Fig. 1: metal 1
Bar = 20 um. Supply wires on this layer in grey.
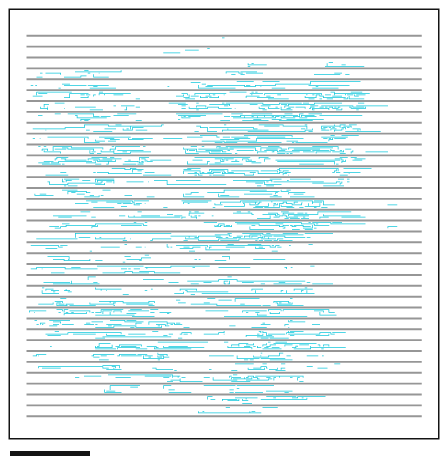
Fig. 2: metal 2
Cells faint in the background.
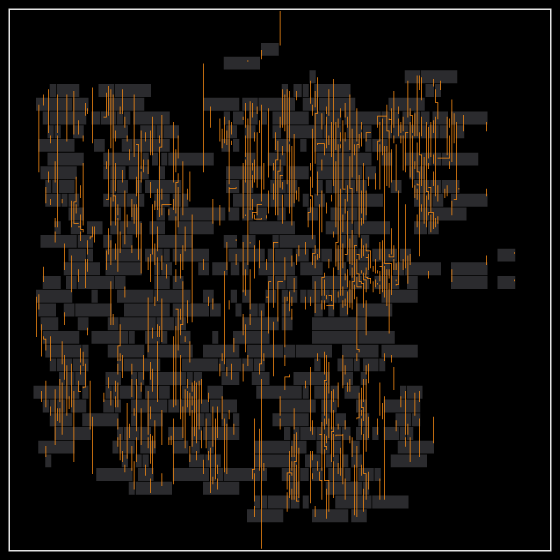
<file path="src/rtl/updown_step_ctrl_if.sv">
// Button/counter bundle for the up/down step controller.
// The board side (buttons plus counter read-back) uses the master modport.
// The controller uses the slave modport.
interface updown_step_ctrl_if;
    logic       btn_start;
    logic       btn_dir;
    logic       btn_clr;
    logic [3:0] count;
    logic       step;
    logic       dec;
    logic       clr_n;
    logic       run_led;

    modport master (
        output btn_start, btn_dir, btn_clr, count,
        input  step, dec, clr_n, run_led
    );

    modport slave (
        input  btn_start, btn_dir, btn_clr, count,
        output step, dec, clr_n, run_led
    );
endinterface

</file>
<file path="src/rtl/updown_step_ctrl.sv">
// Run/pause/direction sequencer for the single-digit up/down counter.
//
// Three async push buttons are synchronised and debounced. Each accepted
// rising level becomes a one-cycle press pulse. A prescaler times the step
// tick. The controller drives the counter's step enable, direction and clear.
//
// Optional feature: define UPDOWN_BOUNCE_EN to make the direction reverse at
// the count limits. When this is enabled, the counter bounces instead of
// wrapping. When it is not defined, COUNT is ignored.
module updown_step_ctrl #(
    parameter int unsigned TICK_MAX  = 6000000,
    parameter int unsigned DEB_MAX   = 60000,
    parameter logic [3:0]  COUNT_MAX = 4'h9
) (
    input  logic               clk_i,
    input  logic               rst_ni,
    updown_step_ctrl_if.slave  bus_if
);

    localparam int unsigned PW = (TICK_MAX > 1) ? $clog2(TICK_MAX) : 1;
    localparam int unsigned DW = (DEB_MAX > 1) ? $clog2(DEB_MAX) : 1;
    localparam logic [PW-1:0] TICK_LAST = PW'(TICK_MAX - 1);
    localparam logic [DW-1:0] DEB_LAST  = DW'(DEB_MAX - 1);

    // Button lanes: bit 0 = start, bit 1 = dir, bit 2 = clr.
    localparam int unsigned B_START = 0;
    localparam int unsigned B_DIR   = 1;
    localparam int unsigned B_CLR   = 2;

    typedef enum logic [1:0] {
        ST_IDLE  = 2'd0,
        ST_RUN   = 2'd1,
        ST_PAUSE = 2'd2,
        ST_CLEAR = 2'd3
    } state_e;

    // ------------------------------------------------------------------
    // Button synchronisers and debouncers
    // ------------------------------------------------------------------
    logic [2:0]    btn_raw_s;
    logic [2:0]    sync1_q, sync1_d;
    logic [2:0]    sync2_q, sync2_d;
    logic [2:0]    level_q, level_d;
    logic [2:0]    prev_q,  prev_d;
    logic [DW-1:0] deb_cnt_q [3];
    logic [DW-1:0] deb_cnt_d [3];
    logic          start_press_s;
    logic          dir_press_s;
    logic          clr_press_s;

    assign btn_raw_s = {bus_if.btn_clr, bus_if.btn_dir, bus_if.btn_start};

    // A lane's accepted level changes only after DEB_MAX consecutive differing samples.
    always_comb begin
        sync1_d = btn_raw_s;
        sync2_d = sync1_q;
        prev_d  = level_q;
        level_d = level_q;
        for (int i = 0; i < 3; i++) begin
            deb_cnt_d[i] = {DW{1'b0}};
            if (sync2_q[i] != level_q[i]) begin
                if (deb_cnt_q[i] == DEB_LAST) begin
                    level_d[i]   = sync2_q[i];
                    deb_cnt_d[i] = {DW{1'b0}};
                end else begin
                    deb_cnt_d[i] = deb_cnt_q[i] + DW'(1);
                end
            end else begin
                deb_cnt_d[i] = {DW{1'b0}};
            end
        end
    end

    // Synchroniser, stability counter and accepted-level registers.
    always_ff @(posedge clk_i) begin
        if (!rst_ni) begin
            sync1_q <= 3'b000;
            sync2_q <= 3'b000;
            level_q <= 3'b000;
            prev_q  <= 3'b000;
            for (int i = 0; i < 3; i++) begin
                deb_cnt_q[i] <= {DW{1'b0}};
            end
        end else begin
            sync1_q <= sync1_d;
            sync2_q <= sync2_d;
            level_q <= level_d;
            prev_q  <= prev_d;
            for (int i = 0; i < 3; i++) begin
                deb_cnt_q[i] <= deb_cnt_d[i];
            end
        end
    end

    // Press pulses are high for the single cycle after an accepted rising level.
    assign start_press_s = level_q[B_START] & ~prev_q[B_START];
    assign dir_press_s   = level_q[B_DIR]   & ~prev_q[B_DIR];
    assign clr_press_s   = level_q[B_CLR]   & ~prev_q[B_CLR];

    // ------------------------------------------------------------------
    // Sequencer
    // ------------------------------------------------------------------
    state_e        state_q, state_d;
    logic [PW-1:0] presc_q, presc_d;
    logic          dir_q,   dir_d;      // 1 = up
    logic          step_q,  step_d;
    logic          dec_q,   dec_d;
    logic          clr_n_q, clr_n_d;
    logic          run_led_q, run_led_d;
    logic          tick_s;
    logic          flip_s;

`ifdef UPDOWN_BOUNCE_EN
    // Counter is sitting at the limit it is heading towards.
    function automatic logic bounce_hit(input logic dir_up, input logic [3:0] cnt);
        bounce_hit = (dir_up && (cnt == COUNT_MAX)) || (!dir_up && (cnt == 4'h0));
    endfunction

    // Reverse direction at a limit on a tick so that STEP moves away from the limit.
    always_comb begin
        flip_s = tick_s && !clr_press_s && bounce_hit(dir_q, bus_if.count);
    end
`else
    logic unused_count_s;
    assign unused_count_s = ^{bus_if.count, COUNT_MAX};

    // Without bounce the direction only follows the button and clear.
    always_comb begin
        flip_s = 1'b0;
    end
`endif

    assign tick_s = (state_q == ST_RUN) && (presc_q == TICK_LAST);

    // Next state, prescaler, direction and output values.
    always_comb begin
        state_d   = state_q;
        presc_d   = presc_q;
        dir_d     = dir_q;
        dec_d     = dir_q;
        step_d    = 1'b0;
        clr_n_d   = 1'b1;
        run_led_d = 1'b0;

        // Clear outranks start; start and dir may act together.
        if (clr_press_s) begin
            state_d = ST_CLEAR;
        end else begin
            case (state_q)
                ST_IDLE: begin
                    if (start_press_s) begin
                        state_d = ST_RUN;
                    end else begin
                        state_d = ST_IDLE;
                    end
                end
                ST_RUN: begin
                    if (start_press_s) begin
                        state_d = ST_PAUSE;
                    end else begin
                        state_d = ST_RUN;
                    end
                end
                ST_PAUSE: begin
                    if (start_press_s) begin
                        state_d = ST_RUN;
                    end else begin
                        state_d = ST_PAUSE;
                    end
                end
                ST_CLEAR: begin
                    state_d = ST_IDLE;
                end
                default: begin
                    state_d = ST_IDLE;
                end
            endcase
        end

        // Prescaler runs in RUN, keeps its phase in PAUSE, and is zeroed otherwise.
        if (state_d == ST_CLEAR) begin
            presc_d = {PW{1'b0}};
        end else if (state_q == ST_RUN) begin
            if (tick_s) begin
                presc_d = {PW{1'b0}};
            end else begin
                presc_d = presc_q + PW'(1);
            end
        end else if (state_q == ST_PAUSE) begin
            presc_d = presc_q;
        end else begin
            presc_d = {PW{1'b0}};
        end

        // A dir toggle reaches DEC one cycle late so that a STEP on the same
        // edge still uses the old direction. A bounce flip reaches DEC at once.
        if (clr_press_s || (state_q == ST_CLEAR)) begin
            dir_d = 1'b1;
            dec_d = 1'b1;
        end else if (flip_s) begin
            dir_d = ~dir_q;
            dec_d = ~dir_q;
        end else if (dir_press_s) begin
            dir_d = ~dir_q;
            dec_d = dir_q;
        end else begin
            dir_d = dir_q;
            dec_d = dir_q;
        end

        // STEP follows a tick only if the sequencer is still running afterwards.
        step_d    = tick_s && (state_d == ST_RUN);
        clr_n_d   = (state_d != ST_CLEAR);
        run_led_d = (state_d == ST_RUN);
    end

    // Sequencer state and registered outputs.
    always_ff @(posedge clk_i) begin
        if (!rst_ni) begin
            state_q   <= ST_IDLE;
            presc_q   <= {PW{1'b0}};
            dir_q     <= 1'b1;
            step_q    <= 1'b0;
            dec_q     <= 1'b1;
            clr_n_q   <= 1'b1;
            run_led_q <= 1'b0;
        end else begin
            state_q   <= state_d;
            presc_q   <= presc_d;
            dir_q     <= dir_d;
            step_q    <= step_d;
            dec_q     <= dec_d;
            clr_n_q   <= clr_n_d;
            run_led_q <= run_led_d;
        end
    end

    assign bus_if.step    = step_q;
    assign bus_if.dec     = dec_q;
    assign bus_if.clr_n   = clr_n_q;
    assign bus_if.run_led = run_led_q;

endmodule
</file>
<file path="src/flat_wrapper.sv">
// flat-port wrapper written by rule: the top's interface ports become plain ports
module updown_step_ctrl_flat 
#(
    parameter int unsigned TICK_MAX  = 6000000,
    parameter int unsigned DEB_MAX   = 60000,
    parameter logic [3:0]  COUNT_MAX = 4'h9
)
  (clk_i, rst_ni, bus_if_btn_start, bus_if_btn_dir, bus_if_btn_clr, bus_if_count, bus_if_step, bus_if_dec, bus_if_clr_n, bus_if_run_led);
  updown_step_ctrl_if bus_if_i ();
  input  logic clk_i;
  input  logic rst_ni;
  input wire logic [$bits(bus_if_i.btn_start)-1:0] bus_if_btn_start;
  input wire logic [$bits(bus_if_i.btn_dir)-1:0] bus_if_btn_dir;
  input wire logic [$bits(bus_if_i.btn_clr)-1:0] bus_if_btn_clr;
  input wire logic [$bits(bus_if_i.count)-1:0] bus_if_count;
  output wire logic [$bits(bus_if_i.step)-1:0] bus_if_step;
  output wire logic [$bits(bus_if_i.dec)-1:0] bus_if_dec;
  output wire logic [$bits(bus_if_i.clr_n)-1:0] bus_if_clr_n;
  output wire logic [$bits(bus_if_i.run_led)-1:0] bus_if_run_led;
  assign bus_if_i.btn_start = bus_if_btn_start;
  assign bus_if_i.btn_dir = bus_if_btn_dir;
  assign bus_if_i.btn_clr = bus_if_btn_clr;
  assign bus_if_i.count = bus_if_count;
  assign bus_if_step = bus_if_i.step;
  assign bus_if_dec = bus_if_i.dec;
  assign bus_if_clr_n = bus_if_i.clr_n;
  assign bus_if_run_led = bus_if_i.run_led;
  updown_step_ctrl #(.TICK_MAX(TICK_MAX), .DEB_MAX(DEB_MAX), .COUNT_MAX(COUNT_MAX)) u_core (.clk_i(clk_i), .rst_ni(rst_ni), .bus_if(bus_if_i));
endmodule
</file>
<file path="config.mk">
export PLATFORM = sky130hd
export DESIGN_NAME = updown_step_ctrl_flat
export DESIGN_NICKNAME = d
export VERILOG_FILES = /design/src/rtl/updown_step_ctrl_if.sv /design/src/rtl/updown_step_ctrl.sv /design/src/flat_wrapper.sv
export SDC_FILE = /design/constraint.sdc
export NUM_CORES = 1
export LEC_CHECK = 0
export CAP_MARGIN = 15
export CORE_MARGIN = 4
export CORE_UTILIZATION = 40
export CTS_BUF_LIST = sky130_fd_sc_hd__clkbuf_16
export CTS_CLUSTER_SIZE = 30
export DETAILED_ROUTE_END_ITERATION = 6
export PLACE_DENSITY_LB_ADDON = 0.3
export RECOVER_POWER = 50
export SYNTH_ARGS = -nofsm -noshare
export SYNTH_HDL_FRONTEND = slang
export SYNTH_SLANG_ARGS = --single-unit
</file>
<file path="constraint.sdc">
create_clock -name clk_i -period 5.3 [get_ports clk_i]
set_input_delay 0.53 -clock clk_i [delete_from_list [all_inputs] [get_ports clk_i]]
set_output_delay 0.53 -clock clk_i [all_outputs]
set_load 0.01 [all_outputs]
</file>
==> impl_table.tex <==
% Auto-generated results table
\begin{tabular}{lr}
\hline
Metric & Value \\
\hline
\multicolumn{2}{l}{\textbf{Floorplanning}} \\
\quad Number of top-level pins & 13 \\
\quad Row cnt & 35 \\
\multicolumn{2}{l}{\textbf{Routing}} \\
\quad Number of remaining DRC errors & 0 \\
\quad Wire length per cell & $\sim$12 um \\
\quad Routed Antenna Nets & 0 \\
\multicolumn{2}{l}{\textbf{Layout}} \\
\quad Flip-flop count of the largest register after layout & between 40 and 50 \\
\quad Antenna cell count & 0 \\
\quad Layout cell share with drive strength beyond 1 & 4.367\% \\
\quad Final design instance area without fill & 4390 um\^{}2 \\
\quad Footprint of the multi-input gates & 1979 um\^{}2 \\
\multicolumn{2}{l}{\textbf{Global route}} \\
\quad Number of global-route vias before repair & 2837 \\
\quad Overall track demand over capacity in global routing & a little over an eighth \\
\quad Antenna violations before repair & 0 \\
\quad Most Used Layer, Global Route & met2 \\
\multicolumn{2}{l}{\textbf{Synth}} \\
\quad Unique masters post-synth & 42 \\
\quad Count of warnings emitted by yosys & 0 \\
\quad Yosys aoi share & under 10\% \\
\quad Most area-hungry cell type in the Yosys netlist & sky130\_fd\_sc\_hd\_\_dfxtp\_1 \\
\quad Count of flip-flops with a built-in enable after synthesis & 0 \\
\quad Proportion of synthesized chip area in sequential cells & 45.87\% \\
\quad Portion of netlist area occupied by mux cells & 1.274\% \\
\quad Synthesized netlist cell count & 447 \\
\quad Number of storage elements in the synthesis netlist & 90 \\
\multicolumn{2}{l}{\textbf{Clock tree}} \\
\quad Post-CTS Hold Fix Bufs & 0 \\
\quad Post-CTS setup-driven buffer insertion count & 0 \\
\quad Root Buffer & sky130\_fd\_sc\_hd\_\_clkbuf\_16 \\
\quad CTS tree & yes \\
\quad Depth of the CTS H-tree & 3 \\
\quad CTS max path bufs & 2 \\
\quad Clock-pin slew on the worst setup and hold paths & approximately 0.070 ns \\
\multicolumn{2}{l}{\textbf{Setup path}} \\
\quad Critical Path Source & u\_core.presc\_q[0] \\
\quad Critical path startpoint category & register \\
\quad Crit path largest cell delay & around 1.6 ns \\
\quad Crit Path Class & reg -> reg \\
\quad Register-to-register setup slack & $\sim$1.7 ns \\
\quad Maximum fanout count along the critical path & 26 \\
\quad Crit. path cell count & 6 \\
\quad Critical Path, Cell by Cell & ha\_1 > nand3\_1 > nor4\_1 > a41oi\_1 > nand2\_1 > o41ai\_1 \\
\quad Highest-delay cell along the critical path & sky130\_fd\_sc\_hd\_\_a41oi\_1 \\
\quad Crit-path leading delay family & AND-OR/OR-AND gates \\
\multicolumn{2}{l}{\textbf{STA}} \\
\quad Highest achievable clock rate & between 0.2 and 0.3 GHz \\
\quad RSZ-0062 raised after global routing & false \\
\quad Fin. max-slew vios & 27 \\
\quad Worst hold slack across all endpoints & approximately 0.43 ns \\
\quad PnR worst setup slack & 1.667 ns \\
\multicolumn{2}{l}{\textbf{Status}} \\
\quad Violated checks & capacitance limit, slew limit \\
\quad Run status & complete, but fails checks \\
\multicolumn{2}{l}{\textbf{Run}} \\
\quad Stage-log warning count & 30 \\
\quad Number of max-cap violations & 1 \\
\multicolumn{2}{l}{\textbf{Worst hold path}} \\
\quad Class of the most critical hold timing path & reg -> reg \\
\quad Worst Min Path Start & u\_core.sync1\_q[1] \\
\multicolumn{2}{l}{\textbf{Placed design}} \\
\quad Post-Place Cell Area & 4105 um\^{}2 \\
\hline
\end{tabular}
-- Fig. 1 (at the start) --
share of all routed wire	50%
longest straight run	28.1 um
nets with wire on the layer	436
wire length on this layer	3610 um
main direction	horizontal
total number of vias: 3066
overall routed net length: 7180 um
GR Layer Usage met1: 18.07%

-- Fig. 2 (at the start) --
nets with wire on the layer	377
share of all routed wire	46%
main direction	vertical
longest straight run	33.5 um
GR met2 Demand/Resource: 20.11%

Yosys cell counts, drive strengths merged, types with 6 or more instances:
cell    count
dfxtp      90
nor2       69
nand2      38
xnor2      27
nand3      25
xor2       22
a31oi      18
nand4      16
and3       15
o21ai      13
clkbuf     12
and2       10
nor3       10
nor4        9
inv         8
a21oi       7
nand3b      7
or3         6
final cells by class:
| cell class | count | area share [%] |
|---|---|---|
| clock buffers | 9 | 5.130 |
| clock inverters | 7 | 2.137 |
| inverters | 9 | 0.7695 |
| multi-input cells | 333 | 45.08 |
| flip-flops and latches | 90 | 41.04 |
| well taps | 129 | 3.676 |
| repair buffers | 10 | 2.166 |
where the power goes:
group          switching, W  internal, W
combinational    0.00000983   0.00000560
clock              0.000254     0.000412
sequential       0.00000140     0.000679
total              0.000265      0.00110
Power is estimated from default activity; no workload was simulated.
